Run 1, PDN straps and rails:
Pins as bars on the die edge.
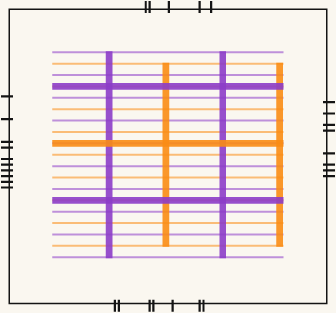
Run 1, placed cells, one color a class:
Scale bar: 20 um.
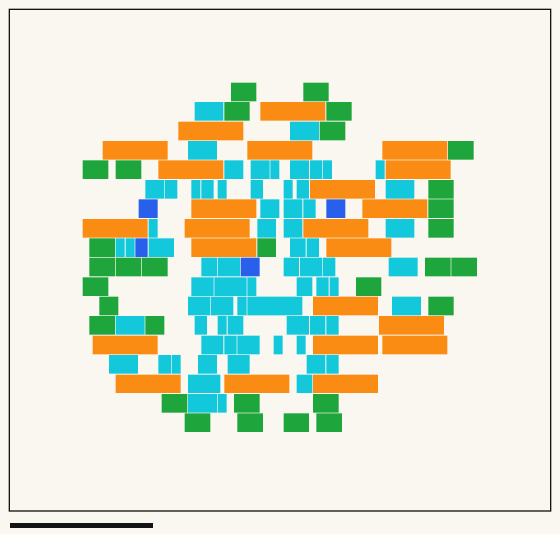
Run 1, clock distribution:
Scale bar: 20 um.
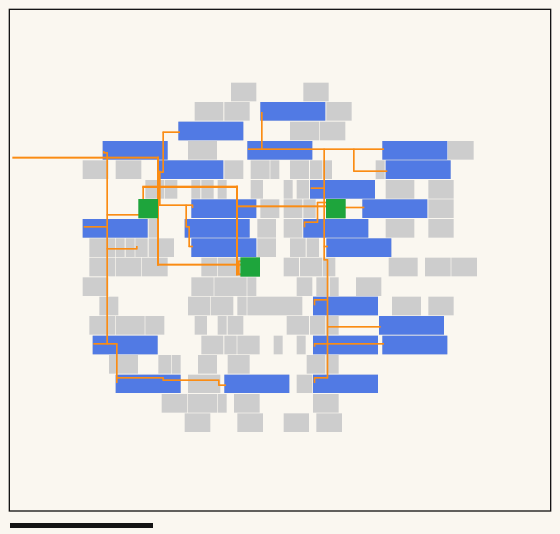
Run 1, metal layers overlaid:
Only two layers are drawn.
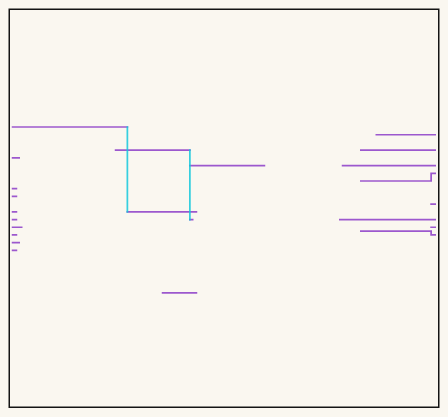
--- src/rtl/jtag_pkg.sv ---
// Shared constants and helpers for test data registers.
// Holds the default/legal TDR widths and a constant-evaluable ceil(log2) helper
// used to size counters from a register width.
package jtag_pkg;

  localparam int TDR_WIDTH_DEFAULT = 8;
  localparam int TDR_WIDTH_MIN     = 2;
  localparam int TDR_WIDTH_MAX     = 64;

  // Number of bits needed to encode values 0..value-1.
  function automatic int clog2(input int value);
    int bits;
    int rem;
    bits = 0;
    rem  = value - 1;
    while (rem > 0) begin
      bits = bits + 1;
      rem  = rem >> 1;
    end
    return bits;
  endfunction

endpackage

--- src/rtl/bypass_cell.sv ---
// One-bit bypass flop.
// Ports:
//   clk     - test clock (rising edge)
//   rst     - asynchronous active-high reset, clears the flop
//   tdi     - serial data in
//   capture - load 0
//   shift   - load tdi (capture has priority)
//   q       - flop output
module bypass_cell
  import jtag_pkg::*;
(
  input  logic clk,
  input  logic rst,
  input  logic tdi,
  input  logic capture,
  input  logic shift,
  output logic q
);

  logic q_r;

  // Capture forces a known 0, shift samples TDI, otherwise hold.
  always_ff @(posedge clk or posedge rst) begin
    if (rst) begin
      q_r <= 1'b0;
    end else if (capture) begin
      q_r <= 1'b0;
    end else if (shift) begin
      q_r <= tdi;
    end else begin
      q_r <= q_r;
    end
  end

  assign q = q_r;

endmodule

--- src/rtl/data_register.sv ---
// JTAG-style test data register with shift stage, update stage and bypass.
// Ports:
//   TCK          - test clock, all state changes on its rising edge
//   Reset        - asynchronous active-high reset
//   TDI          - serial data in
//   CaptureDR    - parallel load of ParallelIn into the shift stage
//   ShiftDR      - shift TDI in (right shift, TDI enters the MSB)
//   UpdateDR     - commit shift stage to ParallelOut (gated, see below)
//   Bypass       - 1 selects the 1-bit bypass path
//   ParallelIn   - capture data
//   ParallelOut  - update-stage contents
//   TDO          - serial out: shift-stage bit 0 or bypass flop
//   ShiftCount   - shifts since last capture, saturating at WIDTH
//   Overrun      - sticky: shifted while ShiftCount was already WIDTH
//   UpdateDone   - one-cycle pulse after a committed update
module data_register
  import jtag_pkg::*;
#(
  parameter int               WIDTH         = TDR_WIDTH_DEFAULT,
  parameter logic [WIDTH-1:0] RESET_VALUE   = '0,
  parameter bit               STRICT_UPDATE = 1'b1
) (
  input  logic                        TCK,
  input  logic                        Reset,
  input  logic                        TDI,
  input  logic                        CaptureDR,
  input  logic                        ShiftDR,
  input  logic                        UpdateDR,
  input  logic                        Bypass,
  input  logic [WIDTH-1:0]            ParallelIn,
  output logic [WIDTH-1:0]            ParallelOut,
  output logic                        TDO,
  output logic [clog2(WIDTH+1)-1:0]   ShiftCount,
  output logic                        Overrun,
  output logic                        UpdateDone
);

  localparam int               CNT_W      = clog2(WIDTH + 1);
  localparam logic [CNT_W-1:0] FULL_COUNT = CNT_W'(WIDTH);

  logic [WIDTH-1:0] shift_r;
  logic [WIDTH-1:0] parallel_out_r;
  logic [CNT_W-1:0] count_r;
  logic             overrun_r;
  logic             update_done_r;
  logic             bypass_q_s;
  logic             count_full_s;
  logic             commit_s;

  bypass_cell u_bypass (
    .clk     (TCK),
    .rst     (Reset),
    .tdi     (TDI),
    .capture (CaptureDR),
    .shift   (ShiftDR),
    .q       (bypass_q_s)
  );

  assign count_full_s = (count_r == FULL_COUNT);

  // Update gate: in strict mode only a clean, complete scan may be committed.
  // Uses current (pre-shift, pre-increment) state so a simultaneous shift
  // does not affect what gets committed.
  always_comb begin
    commit_s = 1'b0;
    if (UpdateDR && !Bypass) begin
      if (!STRICT_UPDATE) begin
        commit_s = 1'b1;
      end else begin
        commit_s = count_full_s && !overrun_r;
      end
    end else begin
      commit_s = 1'b0;
    end
  end

  // Shift stage, shift counter and overrun flag; all frozen while bypassed.
  always_ff @(posedge TCK or posedge Reset) begin
    if (Reset) begin
      shift_r   <= RESET_VALUE;
      count_r   <= '0;
      overrun_r <= 1'b0;
    end else if (!Bypass) begin
      if (CaptureDR) begin
        shift_r   <= ParallelIn;
        count_r   <= '0;
        overrun_r <= 1'b0;
      end else if (ShiftDR) begin
        shift_r <= {TDI, shift_r[WIDTH-1:1]};
        if (count_full_s) begin
          overrun_r <= 1'b1;
        end else begin
          count_r <= count_r + 1'b1;
        end
      end else begin
        shift_r <= shift_r;
      end
    end else begin
      shift_r <= shift_r;
    end
  end

  // Update stage and its completion pulse.
  always_ff @(posedge TCK or posedge Reset) begin
    if (Reset) begin
      parallel_out_r <= RESET_VALUE;
      update_done_r  <= 1'b0;
    end else if (commit_s) begin
      parallel_out_r <= shift_r;
      update_done_r  <= 1'b1;
    end else begin
      update_done_r  <= 1'b0;
    end
  end

  // TDO is a plain mux of flop outputs so a Bypass change shows immediately.
  assign TDO         = Bypass ? bypass_q_s : shift_r[0];
  assign ParallelOut = parallel_out_r;
  assign ShiftCount  = count_r;
  assign Overrun     = overrun_r;
  assign UpdateDone  = update_done_r;

endmodule

--- config.mk ---
export PLATFORM = sky130hd
export DESIGN_NAME = data_register
export DESIGN_NICKNAME = d
export VERILOG_FILES = /design/src/rtl/jtag_pkg.sv /design/src/rtl/bypass_cell.sv /design/src/rtl/data_register.sv
export SDC_FILE = /design/constraint.sdc
export NUM_CORES = 1
export LEC_CHECK = 0
export ABC_AREA = 0
export ABC_CLOCK_PERIOD_IN_PS = 2940
export CAP_MARGIN = 5
export CORE_ASPECT_RATIO = 0.9
export CORE_MARGIN = 10
export CORE_UTILIZATION = 40
export CTS_CLUSTER_DIAMETER = 40
export DETAILED_ROUTE_END_ITERATION = 8
export GPL_ROUTABILITY_DRIVEN = 1
export HOLD_SLACK_MARGIN = 0.03
export MAX_ROUTING_LAYER = met4
export PLACE_DENSITY = 0.76
export SYNTH_ARGS = -nofsm -noshare
export SYNTH_HDL_FRONTEND = slang
export SYNTH_HIERARCHICAL = 1
export SYNTH_SLANG_ARGS = --single-unit
--- constraint.sdc ---
create_clock -name TCK -period 2.94 [get_ports TCK]
set_clock_uncertainty 0.15 [all_clocks]
set_input_delay 0.588 -clock TCK [delete_from_list [all_inputs] [get_ports TCK]]
set_output_delay 0.588 -clock TCK [all_outputs]
set_load 0.05 [all_outputs]
==> flow_summary.json, run 1 <==
{
  "logic_family": "AND-OR/OR-AND gates",
  "dp_hpwl_um": 1850,
  "holdWs_ns": 0.264,
  "yosys.area.top_type": "dfrtp_1",
  "ys.flop_type": "dfrtp_1",
  "grt_pass1_wl_um": 4060,
  "p_per_area_mw_per_mm2": 452,
  "startpoint": "ShiftCount[2]",
  "fin_util_pct": 53.4,
  "fin_crit_ns": 2.47,
  "setup_viol": 0,
  "ant_nets": 0,
  "max_stage_delay_ns": 0.87,
  "place_congestion": 0.740,
  "timing.rr.start": "ShiftCount[0]",
  "crit_buf_inv": 1,
  "avgSynthCellArea_um2": 11.2,
  "synth_top_cell_by_count": "dfrtp_1",
  "cts.repair.resized": 0,
  "io_buffers": 29,
  "xor_share_pct": 0,
  "clock_tree.root_cell": "clkbuf_4",
  "yosys_area_mm2": 0.00111,
  "p_int_w": 0.000451,
  "aoi_share_pct": 17.9,
  "switching_share_pct": 30.9,
  "crit_fanout": 9,
  "p_leak_nw": 0.644,
  "ys_async_sr_fraction_pct": 100,
  "critical_path_class": "flip-flop to output port",
  "met1_usage_pct": 12.5,
  "cp-end-kind": "output port",
  "yosysWarningCount": 6,
  "met2_usage_pct": 14.6,
  "ys_ff": 23,
  "hold_buffers": 0,
  "stdcell_count": 159,
  "post-place-ws_ns": 0.614,
  "cap_violations": 0,
  "grt.busiest_layer": "met2",
  "postSynthCellCount": 99,
  "regToRegEndpoint": "ParallelOut[7]",
  "fa_ha_area_share_pct": 2.26,
  "warnings": 27,
  "ys_seq_share_pct": 51.9,
  "drv_slew": 0,
  "drtPass1Iterations": 4,
  "crit_cells": 1,
  "status": "complete, no violations",
  "grt_setup_unrepaired": "no",
  "switching_power_w": 0.000202,
  "yosys-top-cells-area": "dfrtp_1, mux2_2, a22oi_1, o21ai_0, nor2b_1",
  "critPathCapture": "ShiftCount[2]",
  "min_path_type": "primary input to async pin",
  "ioPinCount": 30,
  "netlist_area_mm2": 0.00111,
  "fp_util_pct": 41.0,
  "arrival_ns": 1.73,
  "placedCellCount": 155,
  "row_count": 18,
  "routed_via_density": 5.36,
  "cts_made_buffers": 3,
  "crit_slowest_cell": "clkdlybuf4s50_1",
  "p_seq_share_pct": 56.0,
  "synth-simple-area-share_pct": 12.9,
  "clock_path_buffers": 2,
  "crit_family": "buffers and inverters",
  "use_met3_pct": 4.10,
  "fin_nets": 147,
  "fp.dieArea_mm2": 0.00528,
  "powerComb_w": 0.000141,
  "cts-htree-levels": 1,
  "clkSlewWorstSetupHoldPaths_ns": 0.12,
  "power_top_consumer": "registers"
}
About 'PDN straps and rails':
| color | net |
|---|---|
| orange | VDD |
| purple | VSS |
signal pins: 30
met1 rails: 19
Max VDD drop: 0.397 mV
die height: 69.9 um
core box area: 0.00270 mm2
chip width: 75.5 um

About 'placed cells, one color a class':
| color | class | cells |
|---|---|---|
| orange | flops | 23 |
| blue | clock drivers and dummy loads | 4 |
| cyan | combinational and other logic | 71 |
| green | other buffers and delay cells | 31 |
flop share of the area: 39.9%
design area: 0.00144 mm2

About 'clock distribution':
[orange] clock wires | length: 283 um
[blue] flip-flops | count: 23
[green] clock drivers | count: 3
routed clock nets: 4
clock share of power: 22.3%
clk_lat worst skew: 0.32 ns
Power Clock: 0.000146 W

About 'metal layers overlaid':
| color | layer | wire length |
|---|---|---|
| cyan | metal 4 | 27.2 um |
| purple | metal 3 | 159 um |
total track usage: 10.1%
Wirelength per Cell: 15.5 um
DR vias: 853

[run 1: worst reg2reg max path: stages, from the launching register on]
cell	delay (ns)
dfrtp_1	0.47
inv_1	0.09
ha_1	0.25
nand4_4	0.23
mux2_2	0.33
[run 1: layer usage]
| layer | wire length [um] | up-vias |
|---|---|---|
| li1 | - | 416 |
| met1 | 1180 | 409 |
| met2 | 1110 | 23 |
| met3 | 159 | 5 |
| met4 | 27 | 0 |
| met5 | 0 | - |
[run 1: layout make-up]
| class | count | area [um2] |
|---|---|---|
| Sequential cell | 23 | 576 |
| Clock inverter | 1 | 5.00 |
| Fill cell | 252 | 1260 |
| Tap cell | 30 | 37.5 |
| Timing Repair Buffer | 31 | 303 |
| Multi-Input combinational cell | 65 | 478 |
| Clock buffer | 3 | 22.5 |
| Inverter | 6 | 22.5 |
Run 1, clock routing:
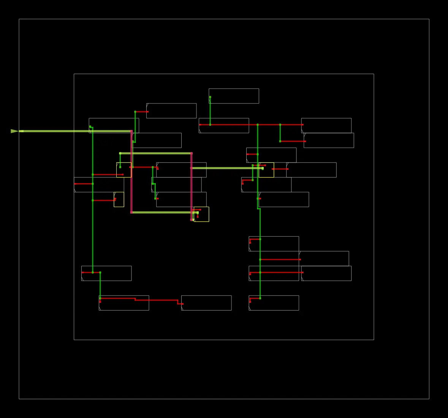

==> run 1 -> run 2 <==
--- a/config.mk
+++ b/config.mk
@@ -6,7 +6,7 @@
 export NUM_CORES = 1
 export LEC_CHECK = 0
 export ABC_AREA = 0
-export ABC_CLOCK_PERIOD_IN_PS = 2940
+export ABC_CLOCK_PERIOD_IN_PS = 2300
 export CAP_MARGIN = 5
 export CORE_ASPECT_RATIO = 0.9
 export CORE_MARGIN = 10
==> constraint.sdc (replaced) <==
create_clock -name TCK -period 2.3 [get_ports TCK]
set_clock_uncertainty 0.15 [all_clocks]
set_input_delay 0.46 -clock TCK [delete_from_list [all_inputs] [get_ports TCK]]
set_output_delay 0.46 -clock TCK [all_outputs]
set_load 0.05 [all_outputs]
Run 2, clock routing:
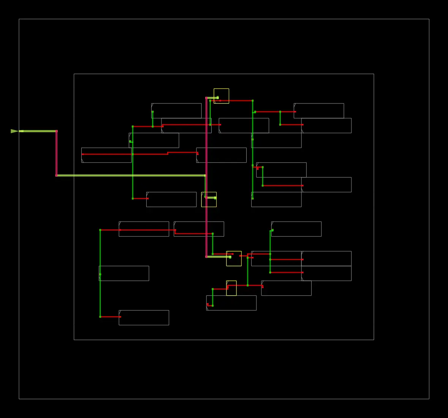
clock sink count: 23
num sequential: 23
CLK BUF: 3

==> run 2 against run 1 <==
Compared with the run above: non-clock buffer count grew 2; first-iteration DRC count down 9.8%; power up 29%; hold slack worse by 0.13 ns; clock power up 32%; critical path depth is the same; synthesized cell count unchanged; wire length increased by 4.7%; global-route usage up 0.061 points.
==> flow_summary.json, run 2 <==
{
  "status": "complete, no violations",
  "lay_top_count": "clkdlybuf4s50_1",
  "fin_crit_ns": 2.24,
  "drc": 0,
  "drt_iter0_drc": 37,
  "nonClockInverterCount": 6,
  "ys.flop_type": "dfrtp_1",
  "timing.rr.start": "ShiftCount[0]",
  "yosys_area_mm2": 0.00111,
  "final_cell_area_mm2": 0.00145,
  "r2r_cells": 4,
  "slew_headroom_pct": 65.8,
  "p_int_w": 0.000578,
  "hold_buffers": 0,
  "grt_pass1_wl_um": 4150,
  "buf_share_pct": 21.5,
  "routedWlPerCell_um": 16.1,
  "ys_async_sr_fraction_pct": 100,
  "holdWs_ns": 0.129,
  "synth_nets": 116,
  "use_met3_pct": 2.97,
  "warnings": 27,
  "grt_setup_unrepaired": "no",
  "wl_met1_um": 1160,
  "dr.max_layer_used": "met4",
  "comb_area_um2": 478,
  "max_stage_delay_ns": 0.84,
  "flop_area_um2": 576,
  "ys_ff": 23,
  "antenna_found_initial": 0,
  "area_growth_pct": 31.2,
  "avgSynthCellArea_um2": 11.2,
  "die_w_um": 75.5,
  "ys_seq_share_pct": 51.9,
  "grt_max_degree": 23,
  "cts_tree": "yes",
  "placedCellCount": 157,
  "switching_share_pct": 31.5,
  "grt.busiest_layer": "met2",
  "drive_above_1_share_pct": 18.3,
  "clkSlewWorstSetupHoldPaths_ns": 0.13,
  "p_per_area_mw_per_mm2": 580,
  "yosys.area.top_type": "dfrtp_1",
  "synth_cell_types": 29,
  "io_buffers": 29,
  "pg_clk_w": 0.000192,
  "reg2reg_setup_slack_ns": 0.67,
  "setup_viol": 0,
  "regToRegEndpoint": "ParallelOut[7]",
  "met3_length_um": 205,
  "ioPinCount": 30,
  "clock_path_buffers": 2,
  "p_seq_share_pct": 55.5,
  "crit_slowest_cell": "clkdlybuf4s50_1",
  "stdcell_count": 161,
  "cts-htree-levels": 1,
  "post-place-ws_ns": 0.229,
  "track_usage_pct": 10.2,
  "place_congestion": 0.734,
  "cts_made_buffers": 3,
  "finalPower_w": 0.000843,
  "fin_nets": 149,
  "postSynthCellCount": 99,
  "coreArea_mm2": 0.00270,
  "ant_nets": 0,
  "fp.dieArea_mm2": 0.00528,
  "min_path_type": "primary input to async pin",
  "row_count": 18,
  "comb_share_pct": 32.9,
  "met2_usage_pct": 14.6,
  "crit_family": "buffers and inverters",
  "fp.dieH_um": 69.9,
  "crit_buf_inv": 1,
  "drv_slew": 0,
  "vias": 889,
  "routed_via_density": 5.52,
  "wl_met2_um": 1180,
  "netlist_area_mm2": 0.00111,
  "crit_fanout": 7,
  "synth_top_cell_by_count": "dfrtp_1",
  "powerSeq_w": 0.000468,
  "switching_power_w": 0.000265,
  "dp_hpwl_um": 1940,
  "crit_cells": 1,
  "cp-end-kind": "output port",
  "drtPass1Iterations": 4,
  "cap_violations": 0,
  "sh_seq_area_pct": 39.6,
  "yosysCellCount": 99,
  "yosys-top-cells-area": "dfrtp_1, mux2_2, a22oi_1, o21ai_0, nor2b_1",
  "power_top_consumer": "registers",
  "clock_power_share_pct": 22.7,
  "cts.repair.resized": 0,
  "fmax_mhz": 447,
  "num-multi-input-gates": 65,
  "clock_tree.root_cell": "clkbuf_4",
  "fp_util_pct": 41.0,
  "num-nonclk-buffers": 33,
  "powerComb_w": 0.000184,
  "met1_usage_pct": 12.8,
  "clock_area_share_pct": 1.89,
  "p_leak_nw": 0.657,
  "fin_util_pct": 53.8,
  "taps": 30,
  "critical_path_class": "flip-flop to output port",
  "yosysWarningCount": 6,
  "largest_cell_class": "flip-flops and latches",
  "nFillCells": 243,
  "worstSkewPairLatency_ns": 0.32,
  "combPwrFrac_pct": 21.8,
  "arrival_ns": 1.63
}
Run 2, PDN straps and rails:
Pins as bars on the die edge.
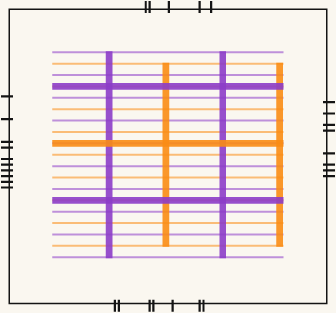
Max VDD drop: 0.266 mV

## run 2: cell families (layout without fill, tap and decap cells)
| group | Yosys count | after routing | share of synthesized area (%) |
|---|---|---|---|
| compound gates | 30 | 30 | 17.9 |
| flops | 23 | 23 | 51.9 |
| simple gates | 23 | 23 | 12.9 |
| buf+inv | 11 | 43 | 4.97 |
| mux | 10 | 10 | 10.0 |
| fa+ha+maj | 2 | 2 | 2.26 |
## run 2: how the worst max path moves through the flow
stage	startpoint	endpoint	slack [ns]
2_1_floorplan	ShiftCount[0]	ShiftCount[1]	0.47
3_3_place_gp	Bypass	TDO	0.24
3_5_place_dp	Bypass	TDO	0.23
4_1_cts	ShiftCount[0]	ShiftCount[0]	0.05
5_1_grt	ShiftCount[0]	ShiftCount[0]	0.01
6_report	ShiftCount[0]	ShiftCount[0]	0.06
Power is estimated from default activity; no workload was simulated.
